**Run 1: cells coloured by class**

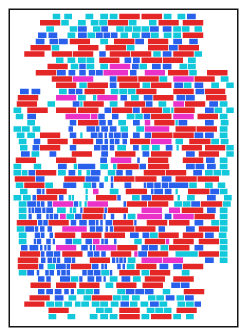
**Run 1: signal wires by layer**

Two of the layers only.
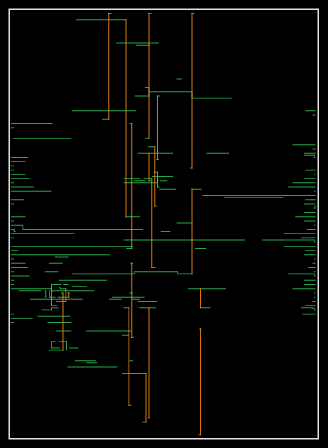
**Run 1: congestion heat map**

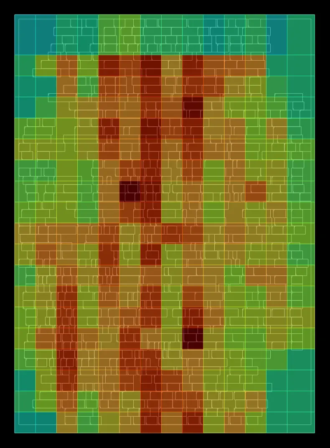
**Run 1: clock distribution**

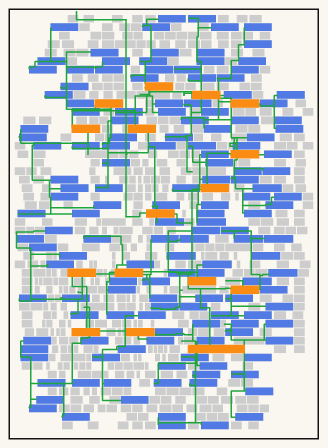
==> config.mk <==
export PLATFORM = sky130hd
export DESIGN_NAME = pipe_instr_ctrl
export DESIGN_NICKNAME = d
export VERILOG_FILES = /design/src/rtl/pipe_instr_ctrl.sv
export SDC_FILE = /design/constraint.sdc
export NUM_CORES = 1
export LEC_CHECK = 0
export CORE_ASPECT_RATIO = 1.4
export CORE_UTILIZATION = 47
export CTS_BUF_LIST = sky130_fd_sc_hd__clkbuf_8 sky130_fd_sc_hd__clkbuf_16
export DETAILED_ROUTE_END_ITERATION = 10
export GPL_TIMING_DRIVEN = 0
export PLACE_DENSITY = 0.81
export SYNTH_ARGS = -nofsm -noshare
export SYNTH_HDL_FRONTEND = slang
export SYNTH_SLANG_ARGS = --single-unit
==> constraint.sdc <==
create_clock -name clk -period 5.8 [get_ports clk]
set_clock_uncertainty 0.15 [all_clocks]
set_input_delay 1.16 -clock clk [delete_from_list [all_inputs] [get_ports clk]]
set_output_delay 1.16 -clock clk [all_outputs]
set_load 0.05 [all_outputs]
==> impl_metrics.tcl, run 1 <==
# place-and-route summary
set metrics [dict create \
    status "completed" \
    slew_headroom 0.5136 \
    combPwrFrac 0.221 \
    place.port_buffers 190 \
    hold_viol 0 \
    critPathCaptureType "output port" \
    post-route-period-util 0.7813 \
    seq-power_mw 1.21 \
    critPathLaunchType "primary input" \
    crit_arrival_ps 3220 \
    grt_max_degree 93 \
    crit_family "buffers and inverters" \
    warnings 26 \
    final_common_cell "clkdlybuf4s50_1" \
    fin_ws_ps 1268 \
    crit_top_cell "clkdlybuf4s50_1" \
    ys_cells 448 \
    min_period_ps 4532 \
    critical_path.slowest_cell "clkdlybuf4s50_1" \
    pwr-share-seq 0.389 \
    final_antenna_net_count 0 \
    ys_area_um2 6158 \
    netlist.area_leader.share 0.5607 \
    cts_tree "done" \
    drt_iter0_markers 270 \
    internal_power_mw 2.162 \
    power_leader "sequential cells" \
    post-place-ws_ps 1266 \
    avgSynthCellArea_um2 13.75 \
    power_density_nw_per_um2 348.0 \
    dp_hpwl_um 12620 \
    ys_seq_frac 0.6119 \
    cts_resized 0 \
    cts_made_buffers 17 \
    edf_count 0 \
    whs_ps 352.2 \
    final_cell_mix "clkdlybuf4s50_1, dfrtp_1, mux2_2" \
    swShare 0.3048 \
    tightest_slew_ps 729.6 \
    power.leakage_nw 3.944 \
    overflow 0 \
    setup-violations-final 0 \
    cts_setup_buffers 0 \
    p_sw_mw 0.9480 \
    synth_cell_type_count 50 \
    drive_gt1_frac 0.2134 \
    fp-utilization 0.4806 \
    cts-root-buf "clkbuf_16" \
    grt_pass1_vias 4946 \
    topCellsByArea "dfrtp_1, mux2_2, a22o_1, dfstp_2, xor2_1" \
    nets 696 \
    cp_max_fo 10 \
    critPathKind "primary input to output port" \
    htree_levels 4 \
    dr.pass1.iters 6 \
    path_cells "clkdlybuf4s50_1, clkbuf_1, nor3_1, buf_4, clkdlybuf4s50_1" \
    maxCapViolations 0 \
    crit_required_ps 4490 \
    die_area_um2 13570 \
    critical_path_buf_inv_count 4 \
    synthToLayoutAreaGrowth_pct 45.12 \
    cts_buffer_depth 2 \
    pin_count 191 \
    gp_congestion 0.8969 \
    peakVddDrop_mv 0.2085 \
    fmaxAchievable_mhz 220.7 \
    rr_worst_depth 5 \
    slowest_delay_ps 800 \
    top_area_cell "dfrtp_1" \
    clkSinkCount 150 \
    holdPathStages 1 \
    rsz0062_at_grt "no" \
    fp_nets 486 \
    diodes 0 \
    synth-main-ff-cell "dfrtp_1" \
    grt_pass1_wl_um 26770 \
]
## Picture notes: 'cells coloured by class'
- other buffers and delay cells: cyan (cells 218; share of their area 24%)
- flops: red (cells 150; share of their area 43%)
- all other logic: blue (cells 271; share of their area 26%)
- clock drivers and dummy loads: magenta (cells 31; share of their area 7.5%)
Core ar.: 12810 um2
Design Area, Final: 8937 um2

## Picture notes: 'signal wires by layer'
- met4: orange (wire length 513 um)
- met3: green (wire length 960 um)
global-route usage over all layers: 0.2617
DRT Wirelength: 17190 um
via count: 4757
drt wl/cell: 20.89 um

## Picture notes: 'congestion heat map'
fin util: 0.6975
GR peak layer: met2
met1 Track Usage GR: 0.2932
met2 Usage GRT: 0.4713

## Picture notes: 'clock distribution'
- flip-flops: blue (count 150)
- clock wires: green (length 1730 um)
- cells driving clock nets: orange (count 17)
- routed clock nets: 18
clock network power: 1.21 mW
insertion delay at the late pin of the worst-skew pair: 420 ps
Clk pwr share: 0.390

## run 1: cells in the mapped netlist, types with 2 or more instances
library cell and count:
inv_1 11, clkbuf_1 14, o211ai_1 6, a2bb2oi_1 6, o311ai_0 6, or2_2 2, nand4_1 7, o21ai_1 7
buf_2 6, and3_1 2, xnor2_1 10, a22o_1 46, nor4_1 13, xor2_1 11, mux2_2 71, nand3_1 10
dfrtp_1 138, buf_6 4, nor3_1 10, nor2_2 2, and4bb_2 2, nand2_1 23, nor2_1 2, dfstp_2 12
buf_4 2
## run 1: stage by stage
stage	std cells	power (mW)	area, um2	setup TNS, ps
CTS	823	3.128	8937	0
global route	823	3.205	8937	0
detailed placement	792	1.915	8284	0
global placement	791	1.895	8252	-171310
finish	823	3.110	8937	0
floorplan	448	1.654	6158	0
## run 1: layout make-up
| class | count | area, um2 |
|---|---|---|
| Buffer | 27 | 147.6 |
| Clock buffer | 19 | 452.9 |
| Clock inverter | 12 | 200.2 |
| Fill cell | 905 | 3876 |
| Inverter | 11 | 46.29 |
| Multi-Input combinational cell | 260 | 2201 |
| Sequential cell | 150 | 3769 |
| Tap cell | 153 | 191.4 |
| Timing Repair Buffer | 191 | 1929 |
## run 1: metal layers
layer  vias to the layer above  GRT usage  wire [um]
met1                      2405     0.2932       6444
met4                         0     0.1095        512
met5                         -          0          0
met2                       220     0.4713       9274
li1                       2089          -          -
met3                        43    0.06849        960
## run 1: kinds of logic after synthesis
family,after synthesis,synth area share
buffers and inverters,38,0.03068
xor gates and xnor gates,21,0.02986
AOI/OAI and AO/OA,83,0.1158
DFF,150,0.6119
muxes,72,0.1317
adders and majority gates,1,0.002031
and+or+nand+nor,83,0.07802
**Run 1: pin placement**

Pins as bars across the die edge, other pins in grey.
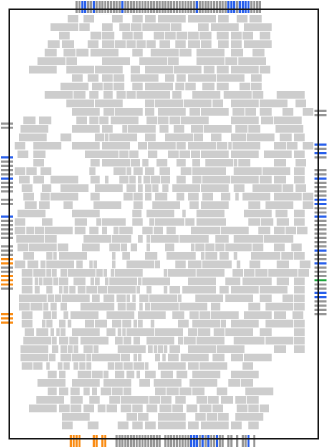

==> inputs of run 2 (changes only) <==
Settings changed: CORE_UTILIZATION 47 to 42, PLACE_DENSITY 0.81 to 0.76.
Clock period 5.8 ns to 4.1 ns, I/O delays scaled along.
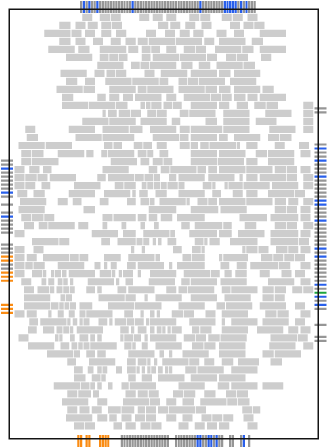
**Above:** run 2 (pin placement).
Pins as bars across the die edge, other pins in grey.
- ValidE: green (pins 1; direction output; edge right)
- StallCount: orange (pins 16; direction output; edge 8 bottom, 8 left)
- InstrM: blue (pins 32; direction output; edge 12 top, 11 right, 6 bottom, 3 left)
- all pins by edge: 65 top, 49 bottom, 47 right, 30 left
chip width: 104.3 um
chip height: 145.3 um

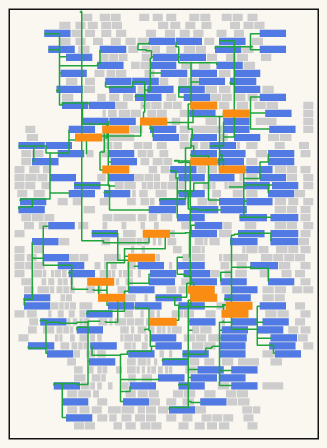
**Above:** run 2 (clock distribution).
- cells driving clock nets: orange (count 17)
- clock wires: green (length 1710 um)
- flip-flops: blue (count 150)
- flops lie: all over the die
Clk pwr share: 0.365
clock network power: 1.55 mW
insertion delay at the late pin of the worst-skew pair: 410 ps

==> impl_metrics.tcl, run 2 <==
# place-and-route summary
set metrics [dict create \
    status "completed" \
    cts_setup_buffers 0 \
    synth_cell_type_count 50 \
    path_cells "and4bb_2, nand3_1, o22a_1, clkbuf_1, nor3_1, buf_4, dlygate4sd2_1" \
    overflow 0 \
    fmaxAchievable_mhz 254.8 \
    gp_congestion 0.8809 \
    wl_per_cell_um 19.83 \
    final_antenna_net_count 0 \
    post-route-period-util 0.9572 \
    cts_tree "done" \
    rr_worst_depth 6 \
    final_cell_mix "clkdlybuf4s50_1, dfrtp_1, mux2_2" \
    critPathKind "register to output port" \
    nFillCells 1114 \
    cp_max_fo 10 \
    hold_class "register to register" \
    crit_family "buffers and inverters" \
    final_area_um2 8964 \
    cts_made_buffers 17 \
    p_total_mw 4.235 \
    dr.pass1.iters 4 \
    avgSynthCellArea_um2 13.75 \
    final_cells 863 \
    cts-root-buf "clkbuf_16" \
    tightest_slew_ps 712.7 \
    peakVddDrop_mv 0.3015 \
    pin_count 191 \
    clkSinkCount 150 \
    grt_max_degree 47 \
    ys_seq_frac 0.6119 \
    crit_required_ps 3130 \
    grt_pass1_wl_um 27360 \
    power_density_nw_per_um2 472.5 \
    power.leakage_nw 3.958 \
    ys_area_um2 6158 \
    routed_wl_um 17120 \
    place.port_buffers 190 \
    synth-main-ff-cell "dfrtp_1" \
    post-place-ws_ps 260.4 \
    topCellsByArea "dfrtp_1, mux2_2, a22o_1, dfstp_2, xor2_1" \
    dp_hpwl_um 12770 \
    htree_levels 4 \
    final_common_cell "clkdlybuf4s50_1" \
    cp.depth 7 \
    die_area_um2 15160 \
    crit_arrival_ps 2950 \
    netlist.area_leader.share 0.5607 \
    warnings 26 \
    dp.cells 830 \
    placed_area_um2 8361 \
    slowest_delay_ps 550 \
    cts_buffer_depth 2 \
    fp-utilization 0.4283 \
    hold_viol 0 \
    cts_resized 2 \
    track_usage 0.2341 \
    drive_gt1_frac 0.2169 \
    vias 4697 \
    critical_path_buf_inv_count 3 \
    setup-violations-final 0 \
    regArea_um2 3769 \
    nets 698 \
    fin_ws_ps 175.3 \
    rsz0062_at_grt "no" \
    critPathCaptureType "output port" \
    maxCapViolations 0 \
    holdPathStages 1 \
    synthToLayoutAreaGrowth_pct 45.55 \
    common_cells "dfrtp_1, mux2_2, a22o_1" \
    min_period_ps 3925 \
    top_area_cell "dfrtp_1" \
    combGateArea_um2 2207 \
    core_um2 14380 \
    synth.most_common_cell "dfrtp_1" \
    drt_iter0_markers 209 \
    critPathLaunchType "register" \
    ys_cells 448 \
    grt_pass1_vias 4833 \
    slew_headroom 0.5239 \
    fp_nets 486 \
    critical_path.slowest_cell "dfstp_2" \
    edf_count 0 \
    tns_ps 0 \
]
[run 2: cell counts after synthesis]
Identical to the previous run, type by type.
[run 2: area by class of cell]
class / instances / share of cell area
sequential: 150 / 0.4204
timing repair buffer: 193 / 0.2193
inverter: 11 / 0.005025
tap: 189 / 0.02638
buffer: 27 / 0.01647
multi-input combinational: 260 / 0.2462
antenna: 1 / 0.0002792
clock buffer: 18 / 0.04899
clock inverter: 14 / 0.01689
[run 2: per-layer routing]
| layer | global-route usage | vias up | routed length (um) | part of all wire |
|---|---|---|---|---|
| met4 | 0.1071 | 0 | 595 | 0.035 |
| met5 | 0 | - | 0 | 0 |
| met2 | 0.4056 | 171 | 8998 | 0.53 |
| met1 | 0.2805 | 2392 | 6827 | 0.40 |
| li1 | - | 2099 | - | - |
| met3 | 0.04268 | 35 | 694 | 0.041 |
[run 2: logic make-up after synthesis]
group | after synthesis | synth area share
flip-flops | 150 | 0.6119
AND-OR/OR-AND | 83 | 0.1158
AND/OR/NAND/NOR | 83 | 0.07802
multiplexers | 72 | 0.1317
buffers and inverters | 38 | 0.03068
XOR/XNOR | 21 | 0.02986
adder cells (fa/ha/maj) | 1 | 0.002031
[run 2: metrics by stage]
stage	hold WS, ps	utilization
after detailed placement	344.1	0.5814
after floorplan	446.8	-
after global routing	370.3	0.6234
final	354.8	0.6234
after CTS	357.4	0.6229
after global placement	334.9	0.5773
[run 2: power breakdown]
part / internal (mW) / switching, mW / leakage (nW)
combinational: 0.351 / 0.622 / 1.70
clock: 0.917 / 0.628 / 0.281
sequential: 1.60 / 0.115 / 1.98
Power figures rest on the tool's default switching activity, not on a simulated workload.
